==> src/rtl/sub_share_arb_if.sv <==
// Request/response bundle between requesting datapath blocks and sub_share_arb.
//   enable   : gates new grants (requester side)
//   reqValid : per-requester operand-pair valid
//   reqA/B   : per-requester 4-bit minuend/subtrahend, requester i at [4i+3:4i]
//   reqReady : one-hot grant, combinational
//   rspValid/rspId/rspSub : registered tagged signed difference
//   busy     : registered, high while anything is in flight
interface sub_share_arb_if #(
  parameter int unsigned NUM_REQ = 4
);
  localparam int unsigned IDW = (NUM_REQ > 1) ? $clog2(NUM_REQ) : 1;

  logic                 enable;
  logic [NUM_REQ-1:0]   reqValid;
  logic [NUM_REQ*4-1:0] reqA;
  logic [NUM_REQ*4-1:0] reqB;
  logic [NUM_REQ-1:0]   reqReady;
  logic                 rspValid;
  logic [IDW-1:0]       rspId;
  logic [4:0]           rspSub;
  logic                 busy;

  modport master (
    output enable, reqValid, reqA, reqB,
    input  reqReady, rspValid, rspId, rspSub, busy
  );

  modport slave (
    input  enable, reqValid, reqA, reqB,
    output reqReady, rspValid, rspId, rspSub, busy
  );
endinterface

==> src/rtl/sub_share_arb.sv <==
// Round-robin arbiter sharing one 4-stage pipelined 4-bit subtractor among
// NUM_REQ requesters. Each grant issues the requester's operands tagged with
// its index; four cycles later a signed 5-bit A-B appears with that tag.
//   clk : clock, rising edge
//   rst : asynchronous active-high reset
//   bus : sub_share_arb_if slave modport (request/grant/response signals)
module sub_share_arb #(
  parameter int unsigned NUM_REQ = 4
) (
  input  logic           clk,
  input  logic           rst,
  sub_share_arb_if.slave bus
);
  localparam int unsigned IDW = (NUM_REQ > 1) ? $clog2(NUM_REQ) : 1;
  localparam int unsigned DW  = 5;

  logic [IDW-1:0] ptr;
  logic           gnt_vld;
  logic [IDW-1:0] gnt_id;
  logic [IDW:0]   cand;
  logic           xfer;
  logic [3:0]     a_sel;
  logic [3:0]     b_sel;

  logic           s1_vld, s2_vld, s3_vld, s4_vld;
  logic [IDW-1:0] s1_id, s2_id, s3_id, s4_id;
  logic [DW-1:0]  s1_a, s1_b;
  logic [DW-1:0]  s2_d, s3_d, s4_d;
  logic           busy_q;

  // Round-robin search starting at ptr, wrapping modulo NUM_REQ.
  always_comb begin
    gnt_vld = 1'b0;
    gnt_id  = '0;
    cand    = '0;
    for (int unsigned k = 0; k < NUM_REQ; k++) begin
      cand = {1'b0, ptr} + (IDW+1)'(k);
      if (cand >= (IDW+1)'(NUM_REQ)) begin
        cand = cand - (IDW+1)'(NUM_REQ);
      end
      if (!gnt_vld && bus.reqValid[cand[IDW-1:0]]) begin
        gnt_vld = 1'b1;
        gnt_id  = cand[IDW-1:0];
      end
    end
  end

  // reset is included so no grant is shown while the block is held in reset
  assign xfer         = gnt_vld & bus.enable & ~rst;
  assign bus.reqReady = xfer ? (NUM_REQ'(1) << gnt_id) : '0;
  assign a_sel        = bus.reqA[{gnt_id, 2'b00} +: 4];
  assign b_sel        = bus.reqB[{gnt_id, 2'b00} +: 4];

  // Pointer advances past the granted requester only on a transfer.
  always_ff @(posedge clk or posedge rst) begin
    if (rst) begin
      ptr <= '0;
    end else if (xfer) begin
      ptr <= (gnt_id == IDW'(NUM_REQ - 1)) ? '0 : gnt_id + IDW'(1);
    end
  end

  // Pipeline; idle stages carry zero tag/data so idle outputs read 0.
  always_ff @(posedge clk or posedge rst) begin
    if (rst) begin
      s1_vld <= 1'b0; s1_id <= '0; s1_a <= '0; s1_b <= '0;
      s2_vld <= 1'b0; s2_id <= '0; s2_d <= '0;
      s3_vld <= 1'b0; s3_id <= '0; s3_d <= '0;
      s4_vld <= 1'b0; s4_id <= '0; s4_d <= '0;
      busy_q <= 1'b0;
    end else begin
      s1_vld <= xfer;
      s1_id  <= xfer ? gnt_id : '0;
      s1_a   <= xfer ? {1'b0, a_sel} : '0;
      s1_b   <= xfer ? {1'b0, b_sel} : '0;
      s2_vld <= s1_vld;
      s2_id  <= s1_id;
      s2_d   <= s1_a - s1_b;
      s3_vld <= s2_vld;
      s3_id  <= s2_id;
      s3_d   <= s2_d;
      s4_vld <= s3_vld;
      s4_id  <= s3_id;
      s4_d   <= s3_d;
      // OR of the stage valids as they will be after this edge
      busy_q <= xfer | s1_vld | s2_vld | s3_vld;
    end
  end

  assign bus.rspValid = s4_vld;
  assign bus.rspId    = s4_id;
  assign bus.rspSub   = s4_d;
  assign bus.busy     = busy_q;
endmodule
==> src/flat_wrapper.sv <==
// flat-port wrapper written by rule: the top's interface ports become plain ports
module sub_share_arb_flat 
#(
  parameter int unsigned NUM_REQ = 4
)
  (clk, rst, bus_enable, bus_reqValid, bus_reqA, bus_reqB, bus_reqReady, bus_rspValid, bus_rspId, bus_rspSub, bus_busy);
  sub_share_arb_if #(.NUM_REQ(NUM_REQ)) bus_i ();
  input  logic clk;
  input  logic rst;
  input wire logic [$bits(bus_i.enable)-1:0] bus_enable;
  input wire logic [$bits(bus_i.reqValid)-1:0] bus_reqValid;
  input wire logic [$bits(bus_i.reqA)-1:0] bus_reqA;
  input wire logic [$bits(bus_i.reqB)-1:0] bus_reqB;
  output wire logic [$bits(bus_i.reqReady)-1:0] bus_reqReady;
  output wire logic [$bits(bus_i.rspValid)-1:0] bus_rspValid;
  output wire logic [$bits(bus_i.rspId)-1:0] bus_rspId;
  output wire logic [$bits(bus_i.rspSub)-1:0] bus_rspSub;
  output wire logic [$bits(bus_i.busy)-1:0] bus_busy;
  assign bus_i.enable = bus_enable;
  assign bus_i.reqValid = bus_reqValid;
  assign bus_i.reqA = bus_reqA;
  assign bus_i.reqB = bus_reqB;
  assign bus_reqReady = bus_i.reqReady;
  assign bus_rspValid = bus_i.rspValid;
  assign bus_rspId = bus_i.rspId;
  assign bus_rspSub = bus_i.rspSub;
  assign bus_busy = bus_i.busy;
  sub_share_arb #(.NUM_REQ(NUM_REQ)) u_core (.clk(clk), .rst(rst), .bus(bus_i));
endmodule
==> config.mk <==
export PLATFORM = sky130hd
export DESIGN_NAME = sub_share_arb_flat
export DESIGN_NICKNAME = d
export VERILOG_FILES = /design/src/rtl/sub_share_arb_if.sv /design/src/rtl/sub_share_arb.sv /design/src/flat_wrapper.sv
export SDC_FILE = /design/constraint.sdc
export NUM_CORES = 1
export LEC_CHECK = 0
export CORE_MARGIN = 4
export CORE_UTILIZATION = 35
export DETAILED_ROUTE_END_ITERATION = 8
export PLACE_DENSITY = 0.77
export RECOVER_POWER = 100
export SLEW_MARGIN = 5
export SYNTH_ARGS = -nofsm -noshare
export SYNTH_HDL_FRONTEND = slang
export SYNTH_SLANG_ARGS = --single-unit
==> constraint.sdc <==
create_clock -name clk -period 2.2 [get_ports clk]
set_input_delay 0.33 -clock clk [delete_from_list [all_inputs] [get_ports clk]]
set_output_delay 0.33 -clock clk [all_outputs]
set_load 0.005 [all_outputs]
Fig. 1: run 1, track usage over the die
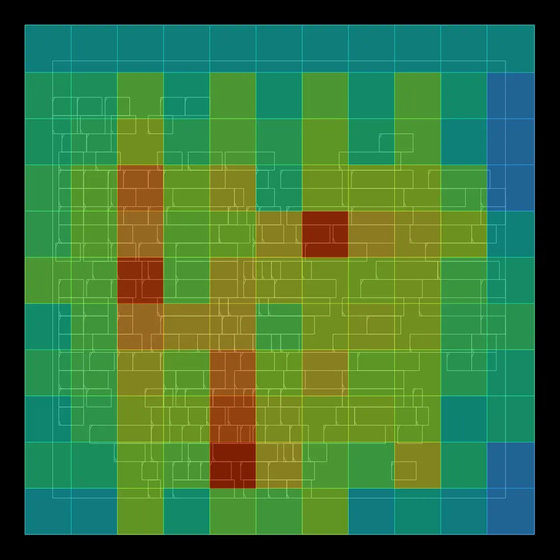
fin util: 0.550
met1 GRT Util: 0.110
global-route track usage on met2: 0.177
GR peak layer: met2
total track usage: 0.106

Fig. 2: run 1, placement by cell class
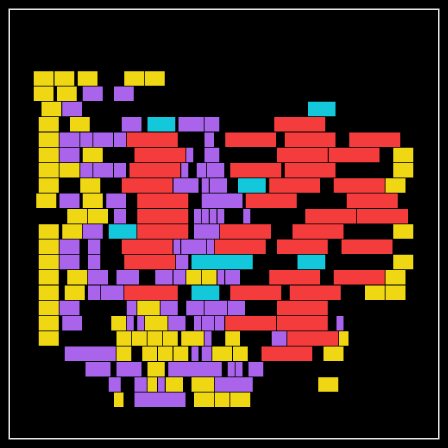
legend:
  remaining logic cells:
    color: purple
    cells: 80
    share_of_their_area: 28%
  remaining buffers and delay cells:
    color: yellow
    cells: 68
    share_of_their_area: 27%
  registers:
    color: red
    cells: 38
    share_of_their_area: 40%
  clock drivers and dummy loads:
    color: cyan
    cells: 7
    share_of_their_area: 4.8%
FP Rows: 24
Final Instance Area: 2430 sq um
Seq/total area: 0.392
core box area: 4410 sq um

==> CHANGELOG.md, run 1 <==
### Changed

* Syn. warnings at 0
* CTS Hold Bufs at 0
* Final Hold Vio Count at 0
* Via Count at 1107
* R2r worst-path depth at 8
* Logic family by area: multiplexers
* Most used flip-flop cell: dfrtp_1
* Synthesized area at 1620 sq um
* Placed cells at about 230
* Synth-to-Final Area Change at 49.6%
* Root buf cell: clkbuf_8
* Met3 WL at 283 um
* Largest net degree at the start of global routing at 39
* YS chip area at 1620 sq um
* CP endpoint: bus_reqReady[3]
* R2r startpoint: u_core.ptr[0]
* Final Skew at 0.00280 ns
* Max-slew violation count at 0
* Area share, top type at 0.586
* Chip area at 5790 sq um
* Multiplexer area fraction after synthesis at 0.0987
* Final worst slack at 0.0227 ns
* Commonest Layout Cell: dfrtp_1
* Run status: complete, no violations
* Hold Path Origin: u_core.s1_id[1]
* Hold Path Class: reg2reg
* Max power group: registers
* Worst-margin pin slew at 0.854 ns
* Peak supply drop at 0.364 mV
* CP Max Fanout at 5
* Ys async rst share at 1.00
* N_diodes at 0
* Seq/Total Area, Yosys at 0.586
* Clock sink total at 38
* First-pass GRT wire length at 4880 um
* Setup TNS at 0 ns
* WP buf/inv at 3
* Clk pwr at 0.000575 W
* Pre-Repair DR Iteration Count at 4
* DR WL/cell at 11.7 um
* WP data required at ~1.9 ns
* Met2 WL at 1360 um
* Cell Type Count at 30
* Peak Freq at 0.459 GHz
* Synth Instances at 121
* Drt via density at 4.52
* XORs/XNORs by Area at 0.0108
* Post-DP HPWL at approximately 2100 um
* Reg power frac at 0.422
* Final wirelength at between 2000 and 3000 um
* Mean Syn Cell Area at 13.4 sq um
* Leakage at approximately 1.2 nW
* Top Family by Delay on Critical Path: AND-OR/OR-AND gates
* IO Pins at roughly 52
* Rel. slew slack at 0.430
* Largest stage delay, worst path at approximately 0.43 ns
* Area fraction in and, or, nand and nor cells at 0.0802
* Clk slew on worst S/H paths at 0.07 ns
* Layout cells sized above 1 at 0.238
* NetSw at 0.000558 W
* Post-synth EDFFs at 0
* Vias in the first global route at 1188
* Internal power at about 0.0016 W
* Design Power at 0.00220 W
* Cell area leaders: dfrtp_1, mux2i_1, ha_1
* Final setup violating endpoints at 0
* WS Path Type: reg2out
* Period utilization at 0.990
* Hold depth at 0
* Cells along the critical path: nor2_4 -> o21bai_4 -> a221oi_4 -> buf_4 -> buf_6 -> ha_4 -> and2_4 -> buf_6
* Hold Path Sink: u_core.s2_id[1]
* Seq cells post-synth at 38
* Clk pwr share at 0.262
* R2R setup slack at 0.33 ns
* OpenROAD warning count at 31
* Antenna-violating nets left at 0
* Top logic cells by instance count in the layout: dfrtp_1, clkdlybuf4s50_1, mux2i_1
* Die Ht at 76.1 um
* Number of nets at floorplan at 169
* Filler instances at between 300 and 400
* Critical path endpoint category: primary output
* RePlAce Congestion at between 0.7 and 0.8
* Pre-CTS WS at -0.410 ns
* Power Combinational at between 0.0006 and 0.0007 W
* AO/OA Area Share at 0.0902
* Crit path launch: u_core.ptr[1]
* Top routing layer used: met4
* Number of buffers created by CTS at 5
* Met3 Use GR at 0.0520
* GR Overflow Total at 0
* Startpoint types: flop
* Area of placed instances at 2230 sq um
* R2R Path End: u_core.s1_b[2]
* Adder-cell share of the synthesized area at 0.0740
* Pwr Density at 905 nW/um^2
* Hold Worst Slack at 0.345 ns
* Switch share at 0.254
* Clk buf depth at 2
* DRC Markers at 0
* PortBufs at a little over 50
* Yosys cell count at about 120
* Cell Count, Final, Fillers Out at 245
* Max-Cap Viols at 0
* CTS tree: built
* WP data arrival at 1.85 ns
* DR iter-0 viols at roughly 65
* Die X at ~76 um
* Unrepaired setup endpoints after global routing: yes
* Met1 Wirelength at 1180 um
* H-tree levels at 2
* Combinational power share at 0.316
* Final Net Count at 241
* Yosys top cell by area: dfrtp_1
* Critical path's slowest cell: dfrtp_2
* Antenna violations before repair at 0
* Stages on worst setup path at 8
* Most used cell, CP: buf_6
* P_seq at 0.000927 W
* Insertion Delay late pin at 0.28 ns
Fig. 3: run 1, port wiring
Bar = 20 um.
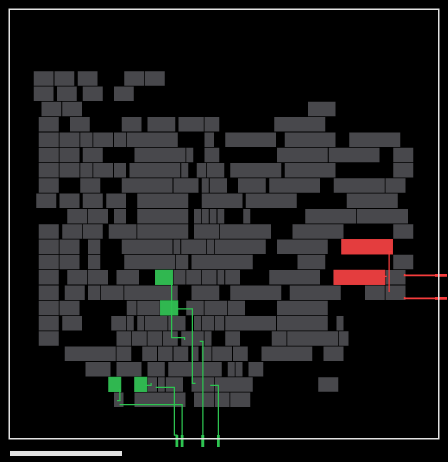
legend:
  `bus_rspId`:
    color: red
    direction: output
    edge: right
    end_cells: 2
    buffers: 2
    wire: 19.9 um
  `bus_reqReady`:
    color: green
    direction: output
    edge: bottom
    end_cells: 4
    buffers: 4
    wire: 89.8 um

Fig. 4: run 1, cell density map
Bar = 20 um. 8 x 8 tiles, from black (low) to pale yellow (high), 0 to 100% covered.
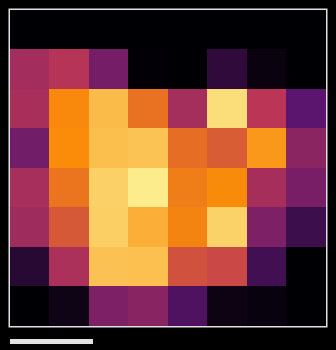
emptiest ninth of the die: upper right
densest ninth of the die: center
nearly empty tiles: 22%
fp util: 0.368

[run 1: Yosys cell counts, types with 2 or more instances]
library cell,instances
a21o_1,2
a21oi_1,3
and2_1,5
dfrtp_1,38
ha_1,8
inv_1,11
inv_2,3
mux2i_1,16
nand2_1,4
nand2_4,2
nor2_1,2
o22ai_1,8
xnor2_1,2
[run 1: repair_timing]
item                                    4_1_cts  5_1_grt
endpoints found under the setup margin        4        4
resized                                      16       14
setup buffers                                 4        3
pin swaps                                     2        4
[run 1: layout make-up]
cell class                 instances  area [sq um]  share of cell area
sequential                        38           952               0.392
timing repair buffer              68           633               0.261
multi-input combinational         66           612               0.252
clock buffer                       6          82.6              0.0340
tap                               52          65.1              0.0268
inverter                          14          52.6              0.0216
clock inverter                     1          30.0              0.0124
## Run 2: what changed since run 1
CTS_CLUSTER_SIZE = 8   (was not set)
SLEW_MARGIN = not set   (was 5)
Fig. 5: run 2, track usage over the die
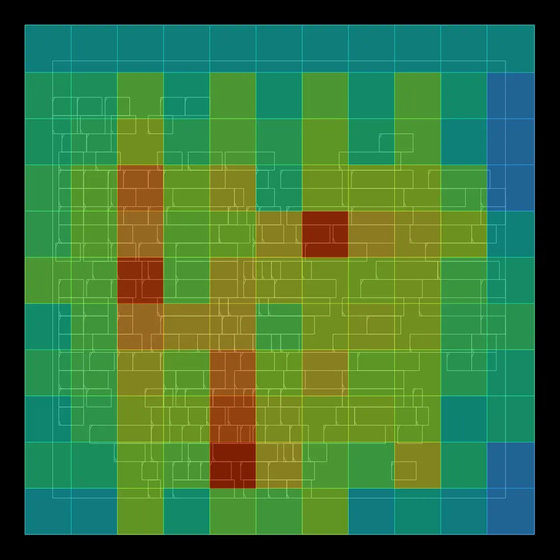
met3 Use GR: 0.0520
DR WL/cell: 11.7 um

Fig. 6: run 2, placement by cell class
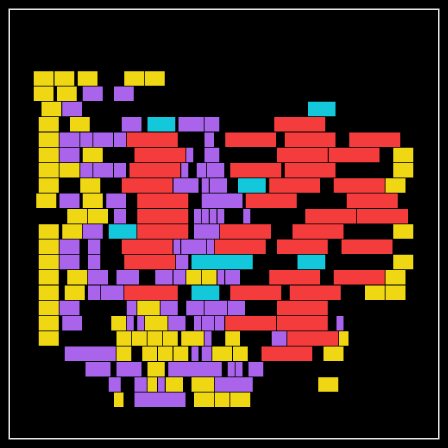
legend:
  remaining buffers and delay cells:
    color: yellow
    cells: 68
    share_of_their_area: 27%
  clock drivers and dummy loads:
    color: cyan
    cells: 7
    share_of_their_area: 4.8%
  remaining logic cells:
    color: purple
    cells: 80
    share_of_their_area: 28%
  registers:
    color: red
    cells: 38
    share_of_their_area: 40%

==> CHANGELOG.md, run 2 <==
### Changed

* WS Path Type: reg2out (unchanged)
* WP buf/inv at 3 (unchanged)
* Repair and plain buffers at 68 (unchanged)
* FP Rows at 24 (unchanged)
* P_seq at 0.000927 W (about the same)
* Fin util at 0.550 (unchanged)
* YS chip area at 1620 sq um (unchanged)
* PostCTS Resize Cnt at 16 (unchanged)
* Number of nets at floorplan at 169 (unchanged)
* Top logic cells by instance count in the layout: dfrtp_1, clkdlybuf4s50_1, mux2i_1 (unchanged)
* Final Skew at 0.00280 ns (unchanged)
* Total track usage at 0.106 (unchanged)
* Multi-input gates at 66 (unchanged)
* Peak supply drop at 0.364 mV (unchanged)
* Non-clock buffer share at 0.261 (unchanged)
* Cell type taking the most area: registers (unchanged)
* Peak Freq at 0.459 GHz (unchanged)
* Largest net degree at the start of global routing at 39 (unchanged)
* Reg power frac at 0.422 (about the same)
* Top Family by Delay on Critical Path: AND-OR/OR-AND gates (unchanged)
* Max-slew violation count at 0 (unchanged)
* Number of post-CTS setup repair buffers at 4 (unchanged)
* Mean Syn Cell Area at 13.4 sq um (unchanged)
* Area fraction in and, or, nand and nor cells at 0.0802 (unchanged)
* Final Net Count at 241 (unchanged)
* Synth Instances at 121 (unchanged)
* Clock buffer count at 6 (unchanged)
* WP data arrival at 1.85 ns (about the same)
* GR peak layer: met2 (unchanged)
* Commonest Layout Cell: dfrtp_1 (unchanged)
* Clk pwr at 0.000575 W (about the same)
* Top routing layer used: met4 (unchanged)
* Number of buffers created by CTS at 5 (unchanged)
* H-tree levels at 2 (unchanged)
* Drt via density at 4.52 (unchanged)
* NetSw at 0.000558 W (unchanged)
* Final Hold Vio Count at 0 (unchanged)
* Logic family by area: multiplexers (unchanged)
* Critical path's slowest cell: dfrtp_2 (unchanged)
* Seq/total area at 0.392 (unchanged)
* Top cells by count, synth: dfrtp_1, mux2i_1, inv_1 (unchanged)
* Met1 Wirelength at 1180 um (unchanged)
* OpenROAD warning count at 31 (unchanged)
* Root buf cell: clkbuf_8 (unchanged)
* Max power group: registers (unchanged)
* CP Max Fanout at 5 (unchanged)
* Insertion Delay late pin at 0.28 ns (about the same)
* Pre-Repair DR Iteration Count at 4 (unchanged)
* # Taps at 52 (unchanged)
* Clk pwr share at 0.262 (about the same)
* Die Ht at 76.1 um (unchanged)
* Rel. slew slack at 0.430 (unchanged)
* Flops at 38 (unchanged)
* Global-route track usage on met2 at 0.177 (unchanged)
* Final worst slack at 0.0227 ns (unchanged)
* Setup TNS at 0 ns (unchanged)
* Pwr Density at 905 nW/um^2 (unchanged)
* N_diodes at 0 (unchanged)
* Unrepaired setup endpoints after global routing: yes (unchanged)
* Worst-margin pin slew at 0.854 ns (unchanged)
* AO/OA Area Share at 0.0902 (unchanged)
* Clk buf depth at 2 (unchanged)
* Internal power at 0.00164 W (unchanged)
* Area share, top type at 0.586 (unchanged)
* Layout cells sized above 1 at 0.238 (unchanged)
* Startpoint types: flop (unchanged)
* RePlAce Congestion at 0.798 (unchanged)
* Design Power at 0.00220 W (unchanged)
* Hold Path Class: reg2reg (unchanged)
* Yosys top cell by area: dfrtp_1 (unchanged)
* Max-Cap Viols at 0 (unchanged)
* Largest stage delay, worst path at 0.43 ns (about the same)
* Pre-CTS WS at -0.410 ns (unchanged)
* Run status: complete, no violations (unchanged)
* DRC Markers at 0 (unchanged)
* Die X at 76.1 um (unchanged)
* Filler instances at 358 (unchanged)
* WP data required at 1.87 ns (about the same)
* Seq/Total Area, Yosys at 0.586 (unchanged)
* Clock sink total at 38 (unchanged)
* Final wirelength at 2870 um (unchanged)
* CTS tree: built (unchanged)
* Seq cells post-synth at 38 (unchanged)
-- run 2: cell counts after synthesis --
No cell type changed its count.
-- run 2: path summary, 6_finish.rpt --
path / from / endpoint / slack, ns / depth (start not counted)
max: u_core.ptr[1] / bus_reqReady[3] / 0.02 / 8
min: u_core.s1_id[1] / u_core.s2_id[1] / 0.35 / 0
max reg2reg: u_core.ptr[0] / u_core.s1_b[2] / 0.33 / 8
min reg2reg: u_core.s1_id[1] / u_core.s2_id[1] / 0.35 / 0
max in group asynchronous: rst / u_core.ptr[1] / 0.82 / 3
min in group asynchronous: rst / u_core.bus.busy / 0.79 / 3
-- run 2: per-stage QoR --
stage	area (sq um)	instances	hold slack (ns)
global route	2430	245	0.357
global placement	2230	231	0.331
detailed placement	2230	231	0.335
CTS	2360	242	0.346
floorplan	1620	121	0.331
finish	2430	245	0.345
Power is estimated from default activity; no workload was simulated.
